[src/rtl/rr_blocking_arbiter.sv]
// rr_blocking_arbiter
//   Round-robin scheduler that shares one blocking output channel between
//   N blocking input channels. A word moves on a channel when its sync and
//   notify are both high at a rising clk edge. Each completed transfer
//   reports the served requester on grant_out with a one-cycle notify pulse.
//
// Ports
//   clk              clock, all logic on the rising edge
//   rst              synchronous active-high reset
//   req_in           requester data, channel i at [i*DW +: DW]
//   req_in_sync      requester i offers data
//   req_in_notify    arbiter ready to read channel i (registered, one-hot or 0)
//   arb_out          forwarded data word (registered, held until accepted)
//   arb_out_notify   arb_out valid (registered)
//   arb_out_sync     consumer accepts arb_out
//   grant_out        index of the last served requester
//   grant_out_notify one-cycle pulse when grant_out updates
//   transfer_count   completed transfers, wraps modulo 2^CW
module rr_blocking_arbiter #(
    parameter int N  = 4,
    parameter int DW = 32,
    parameter int CW = 16,
    localparam int GW = (N > 1) ? $clog2(N) : 1
) (
    input  logic            clk,
    input  logic            rst,
    input  logic [N*DW-1:0] req_in,
    input  logic [N-1:0]    req_in_sync,
    output logic [N-1:0]    req_in_notify,
    output logic [DW-1:0]   arb_out,
    output logic            arb_out_notify,
    input  logic            arb_out_sync,
    output logic [GW-1:0]   grant_out,
    output logic            grant_out_notify,
    output logic [CW-1:0]   transfer_count
);

    typedef enum logic [1:0] {
        SCAN  = 2'd0,
        READ  = 2'd1,
        WRITE = 2'd2
    } state_t;

    state_t          state_r, state_s;
    logic [GW-1:0]   ptr_r, ptr_s;
    logic [GW-1:0]   sel_r, sel_s;
    logic [N-1:0]    req_notify_r, req_notify_s;
    logic [DW-1:0]   arb_data_r, arb_data_s;
    logic            arb_valid_r, arb_valid_s;
    logic [GW-1:0]   grant_r, grant_s;
    logic            grant_notify_r, grant_notify_s;
    logic [CW-1:0]   count_r, count_s;

    logic            found_s;
    logic [GW-1:0]   win_s;
    logic [GW:0]     idx_s;

    // Rotating priority search: first requester at or after ptr, wrapping at N
    // explicitly so non-power-of-two N never selects a nonexistent channel.
    always_comb begin
        found_s = 1'b0;
        win_s   = '0;
        idx_s   = '0;
        for (int k = 0; k < N; k++) begin
            idx_s = {1'b0, ptr_r} + (GW+1)'(k);
            if (idx_s >= (GW+1)'(N)) begin
                idx_s = idx_s - (GW+1)'(N);
            end else begin
                idx_s = idx_s;
            end
            if (!found_s && req_in_sync[idx_s[GW-1:0]]) begin
                found_s = 1'b1;
                win_s   = idx_s[GW-1:0];
            end else begin
                found_s = found_s;
            end
        end
    end

    // Next-state logic of the SCAN -> READ -> WRITE handshake sequence.
    always_comb begin
        state_s = state_r;
        case (state_r)
            SCAN: begin
                if (found_s) begin
                    state_s = READ;
                end else begin
                    state_s = SCAN;
                end
            end
            READ: begin
                // A requester that withdrew is skipped without moving ptr.
                if (req_in_sync[sel_r]) begin
                    state_s = WRITE;
                end else begin
                    state_s = SCAN;
                end
            end
            WRITE: begin
                if (arb_out_sync) begin
                    state_s = SCAN;
                end else begin
                    state_s = WRITE;
                end
            end
            default: state_s = SCAN;
        endcase
    end

    // Next values of the registered outputs and datapath state.
    always_comb begin
        ptr_s          = ptr_r;
        sel_s          = sel_r;
        req_notify_s   = '0;
        arb_data_s     = arb_data_r;
        arb_valid_s    = arb_valid_r;
        grant_s        = grant_r;
        grant_notify_s = 1'b0;
        count_s        = count_r;
        case (state_r)
            SCAN: begin
                if (found_s) begin
                    sel_s        = win_s;
                    req_notify_s = {{(N-1){1'b0}}, 1'b1} << win_s;
                end else begin
                    req_notify_s = '0;
                end
            end
            READ: begin
                if (req_in_sync[sel_r]) begin
                    arb_data_s  = req_in[sel_r*DW +: DW];
                    arb_valid_s = 1'b1;
                end else begin
                    arb_valid_s = 1'b0;
                end
            end
            WRITE: begin
                if (arb_out_sync) begin
                    arb_valid_s    = 1'b0;
                    grant_s        = sel_r;
                    grant_notify_s = 1'b1;
                    count_s        = count_r + CW'(1);
                    if (sel_r == GW'(N-1)) begin
                        ptr_s = '0;
                    end else begin
                        ptr_s = sel_r + GW'(1);
                    end
                end else begin
                    arb_valid_s = 1'b1;
                end
            end
            default: begin
                arb_valid_s = 1'b0;
            end
        endcase
    end

    // State and output registers; reset wins over any in-flight transfer.
    always_ff @(posedge clk) begin
        if (rst) begin
            state_r        <= SCAN;
            ptr_r          <= '0;
            sel_r          <= '0;
            req_notify_r   <= '0;
            arb_data_r     <= '0;
            arb_valid_r    <= 1'b0;
            grant_r        <= '0;
            grant_notify_r <= 1'b0;
            count_r        <= '0;
        end else begin
            state_r        <= state_s;
            ptr_r          <= ptr_s;
            sel_r          <= sel_s;
            req_notify_r   <= req_notify_s;
            arb_data_r     <= arb_data_s;
            arb_valid_r    <= arb_valid_s;
            grant_r        <= grant_s;
            grant_notify_r <= grant_notify_s;
            count_r        <= count_s;
        end
    end

    assign req_in_notify    = req_notify_r;
    assign arb_out          = arb_data_r;
    assign arb_out_notify   = arb_valid_r;
    assign grant_out        = grant_r;
    assign grant_out_notify = grant_notify_r;
    assign transfer_count   = count_r;

endmodule

[config.mk]
export PLATFORM = sky130hd
export DESIGN_NAME = rr_blocking_arbiter
export DESIGN_NICKNAME = d
export VERILOG_FILES = /design/src/rtl/rr_blocking_arbiter.sv
export SDC_FILE = /design/constraint.sdc
export NUM_CORES = 1
export LEC_CHECK = 0
export CAP_MARGIN = 5
export CORE_ASPECT_RATIO = 0.8
export CORE_MARGIN = 8
export CORE_UTILIZATION = 38
export DETAILED_ROUTE_END_ITERATION = 7
export GPL_TIMING_DRIVEN = 1
export PLACE_DENSITY = 0.81
export SYNTH_ARGS = -nofsm -noshare
export SYNTH_HDL_FRONTEND = slang
export SYNTH_SLANG_ARGS = --single-unit
[constraint.sdc]
create_clock -name clk -period 2.4 [get_ports clk]
set_clock_uncertainty 0.1 [all_clocks]
set_input_delay 0.24 -clock clk [delete_from_list [all_inputs] [get_ports clk]]
set_output_delay 0.24 -clock clk [all_outputs]
set_load 0.02 [all_outputs]
==> impl_metrics.tcl, run 1 <==
# place-and-route summary
set metrics [dict create \
    outcome "finished clean" \
    layout.area.seq_um2 1240 \
    post_synth_inst_count 304 \
    setup_repair_after_global_routing_missed_its_margin "false" \
    share_clk_of_total_power_pct 36.5 \
    wl_met1_um 4310 \
    cts_root_buffer "sky130_fd_sc_hd__clkbuf_8" \
    final_nets 634 \
    std_cell_rows 30 \
    comb_cell_power_mw 0.746 \
    mostFrequentLayoutCells "189 x sky130_fd_sc_hd__clkdlybuf4s50_1, 60 x sky130_fd_sc_hd__dfxtp_1, 48 x sky130_fd_sc_hd__nor2_1, 35 x sky130_fd_sc_hd__mux2i_1, 32 x sky130_fd_sc_hd__mux4_2" \
    timing.critical_path.fanout_max 5 \
    worst_slew_pin_slew_ns 0.787 \
    timing.critical_path.slowest_cell_delay_ns 0.64 \
    post_synth_ao_oa_area_fraction_pct 5.76 \
    endpoint_type_of_the_worst_setup_path "flop" \
    firstDrtPassIters 5 \
    p_per_area_nw_per_um2 531 \
    post_cts.repair.setup_buffers 0 \
    post-route-worst-setup-slack_ns 0.311 \
    cts_tree "yes" \
    cp_data_required_time_ns 2.56 \
    wl_met3_um 1040 \
    clock_sinks 62 \
    clock_tree_area_fraction_pct 4.23 \
    place_ws_ns 0.199 \
    adder_share_pct 2.32 \
    hold_depth 2 \
    total_wire_length_after_detailed_routing_um 11000 \
    inv_count 6 \
    layout.comb_gates.multi_input 215 \
    ys.flops 62 \
    die-area_um2 11800 \
    drv.max_cap_violation_count 0 \
    first_iter_violations 178 \
    power_sequential_mw 1.12 \
    final_design_area_no_fill_um2 5540 \
    clk-insertion-delay-late_ns 0.33 \
    logic_area_um2 1890 \
    p_leak_nw 1.92 \
    met1_usage_pct 19.7 \
    timing_hold_violations_final 0 \
    first_global_vias 3355 \
    post-route-drc-count 0 \
    clockBufferDepth 2 \
    num_vias 3179 \
    synth-area-yosys_um2 3240 \
    hold_path.class "in2reg" \
    cts-buffers-inserted 9 \
    fp_util_pct 38.7 \
    final_layout_top_logic_cell "sky130_fd_sc_hd__clkdlybuf4s50_1" \
    yosys.area_share.xor_xnor_pct 2.43 \
    detailedPlacementHpwl_um 8840 \
    internal-power_mw 2.22 \
    buffers_and_inverters_on_the_worst_path 1 \
    count_of_yosys_warnings_during_synthesis 0 \
    yosys_cells 304 \
    synth.distinct_cells 35 \
    number_of_nets_at_floorplan 445 \
    n_antenna_cell 0 \
]
==> run_1/m3.png <==
Scale: 3 px per um.
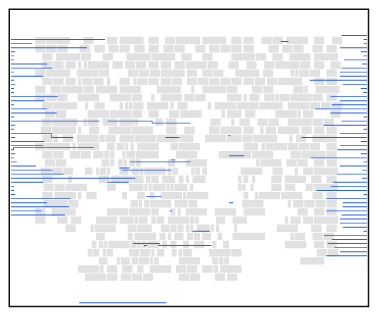
The longest straight run is 41.2 um. The layer holds 9.4% of the routed length. The layer carries 1040 um of wire. 110 nets have wire on it. The wires run mostly horizontal.

==> run_1/m1.png <==
Scale: 4 px per um. Supply wires on this layer in gray.
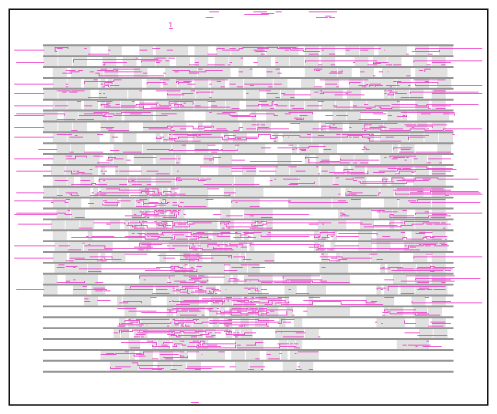
572 nets have wire on it. The wires run mostly horizontal. The layer carries 4310 um of wire. The layer holds 39% of the routed length.

==> run_1/ff_map.png <==
Scale: 4 px per um. Other sequential cells in the stronger gray, the rest of the logic in the fainter gray.
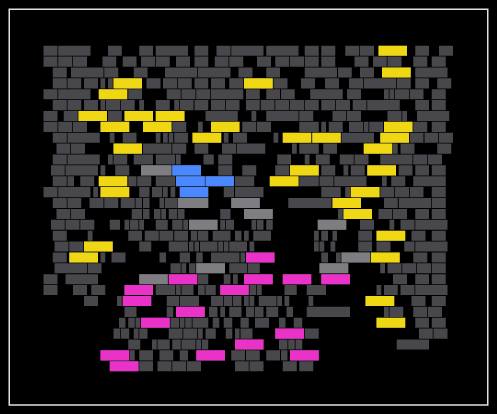
Key: magenta = transfer_count [placed flops 16, where bottom middle]; blue = req_in_notify [placed flops 4]; yellow = arb_out [placed flops 32]
Another 10 sequential cells are not colored.

==> run_1/layers.png <==
Scale: 4 px per um. Only two layers are drawn.
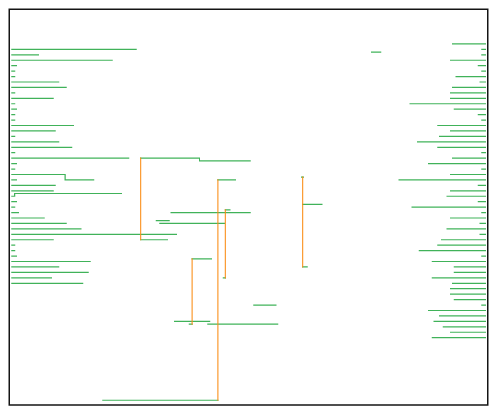

--- run 2 (diff from run 1) ---
--- a/config.mk
+++ b/config.mk
@@ -8,10 +8,10 @@
 export CAP_MARGIN = 5
 export CORE_ASPECT_RATIO = 0.8
 export CORE_MARGIN = 8
-export CORE_UTILIZATION = 38
+export CORE_UTILIZATION = 34
 export DETAILED_ROUTE_END_ITERATION = 7
 export GPL_TIMING_DRIVEN = 1
-export PLACE_DENSITY = 0.81
+export PLACE_DENSITY = 0.77
 export SYNTH_ARGS = -nofsm -noshare
 export SYNTH_HDL_FRONTEND = slang
 export SYNTH_SLANG_ARGS = --single-unit
==> constraint.sdc (replaced) <==
create_clock -name clk -period 1.7 [get_ports clk]
set_clock_uncertainty 0.1 [all_clocks]
set_input_delay 0.17 -clock clk [delete_from_list [all_inputs] [get_ports clk]]
set_output_delay 0.17 -clock clk [all_outputs]
set_load 0.02 [all_outputs]
==> run_2/layers.png <==
Scale: 4 px per um. Only two layers are drawn.
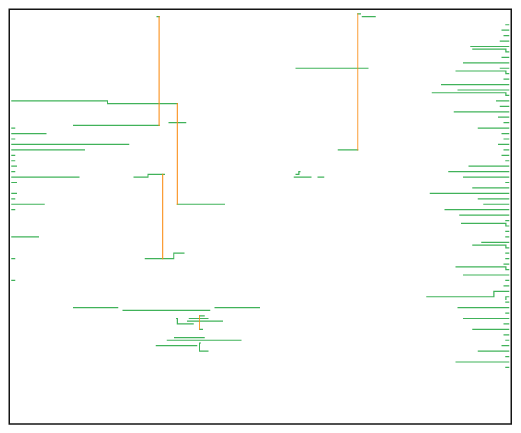
Key: orange = M4 [wire length 111 um]; green = M3 [wire length 728 um]

==> impl_metrics.tcl, run 2 <==
# place-and-route summary
set metrics [dict create \
    synth-area-yosys_um2 3240 \
    logic_area_um2 2000 \
    num_vias 3366 \
    port-buffer-count 190 \
    die_w_um 125 \
    mostFrequentLayoutCells "183 x sky130_fd_sc_hd__clkdlybuf4s50_1, 49 x sky130_fd_sc_hd__dfxtp_1, 48 x sky130_fd_sc_hd__nor2_1, 43 x sky130_fd_sc_hd__buf_4, 33 x sky130_fd_sc_hd__mux2i_1" \
    seq_total_area_yosys_pct 38.3 \
    worst_slew_pin_slew_ns 0.411 \
    enable_flop_cells 0 \
    coreArea_um2 9450 \
    overflow 0 \
    seq_cell_count 62 \
    reg2reg_depth 9 \
    die-area_um2 12900 \
    first_global_vias 3391 \
    synth.distinct_cells 35 \
    timing.critical_path.slowest_cell_delay_ns 0.34 \
    gpl.final_weighted_congestion 0.875 \
    clk-insertion-delay-late_ns 0.32 \
    p_per_area_nw_per_um2 746 \
    drv.max_cap_violation_count 0 \
    p_leak_nw 2.32 \
    final_layout_top_logic_cell "sky130_fd_sc_hd__clkdlybuf4s50_1" \
    stage_log_warnings 32 \
    fp_util_pct 34.3 \
    adder_share_pct 2.32 \
    final_nets 678 \
    place_ws_ns -0.256 \
    post_synth_ao_oa_area_fraction_pct 5.76 \
    hold_path.class "in2reg" \
    firstDrtPassIters 4 \
    cp_data_required_time_ns 1.79 \
    yosys_cells 304 \
    endpoint_type_of_the_worst_setup_path "flop" \
    grt-busiest-layer "met2" \
    outcome "finished clean" \
    groute.layer.met3.usage_pct 5.43 \
    share_clk_of_total_power_pct 39.1 \
    drt.antenna.violating_nets 0 \
    report.power.total_mw 4.57 \
    detailedPlacementHpwl_um 9710 \
    setup_repair_after_global_routing_missed_its_margin "true" \
    vdd_ir_drop_max_mv 0.495 \
    clock_sinks 62 \
    post-route-worst-setup-slack_ns 0.00256 \
    yosys.area_share.xor_xnor_pct 2.43 \
    combPwrFrac_pct 26.5 \
    crit_path_start "state_r[1]" \
    placed_cell_area_um2 5570 \
    power_sequential_mw 1.57 \
    post_synth_inst_count 304 \
    comb_cell_power_mw 1.21 \
    hold_depth 2 \
    n_antenna_cell 0 \
    swShare_pct 24.9 \
    cp_top_family "buffers and inverters" \
    critical_path.cell_chain "buf_6 > inv_4 > ha_4 > nand2_4 > o22ai_4 > buf_6 > buf_12 > mux2i_2 > nor2_1" \
    top_cell "sky130_fd_sc_hd__dfxtp_1" \
    critical_path_arrival_ns 1.79 \
    post-route-drc-count 0 \
    internal-power_mw 3.44 \
    first_iter_violations 197 \
    number_of_nets_at_floorplan 445 \
    timing_hold_violations_final 0 \
    flip_flop_count_of_the_largest_register_after_layout 32 \
    cts_root_buffer "sky130_fd_sc_hd__clkbuf_16" \
    post_cts.repair.setup_buffers 8 \
    critical_path_stages 9 \
    pin_count_of_the_biggest_net_entering_global_routing 32 \
    layout.comb_gates.multi_input 215 \
    clk_pin_slew_worst_paths_ns 0.05 \
    final.clkbuf_count 11 \
    cts_tree "yes" \
    inv_count 6 \
    wl_met1_um 5440 \
    ys.flops 62 \
    hold_path_end "transfer_count[5]" \
    std_cell_rows 32 \
    count_of_yosys_warnings_during_synthesis 0 \
    cts-buffers-inserted 9 \
    layout.area.seq_um2 1260 \
    timing.critical_path.fanout_max 7 \
    buffers_and_inverters_on_the_worst_path 4 \
    cts_hold_buffers 0 \
    met2_wirelength_um 6420 \
    clockBufferDepth 2 \
    final_design_area_no_fill_um2 6130 \
    clock_tree_area_fraction_pct 4.74 \
    wl_met3_um 727 \
]
==> run_2/m1.png <==
Scale: 4 px per um. Supply wires on this layer in gray.
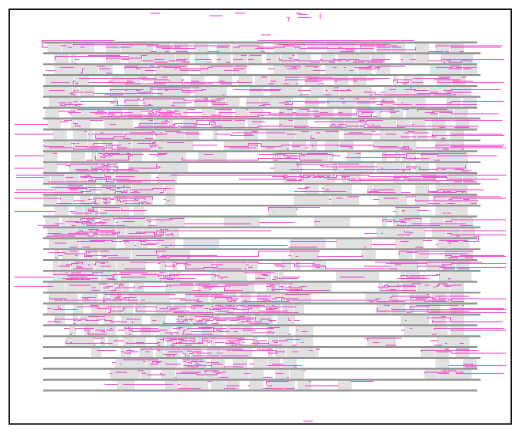
Global Route met1 Usage: 21.2%
total wire length after detailed routing: 12700 um

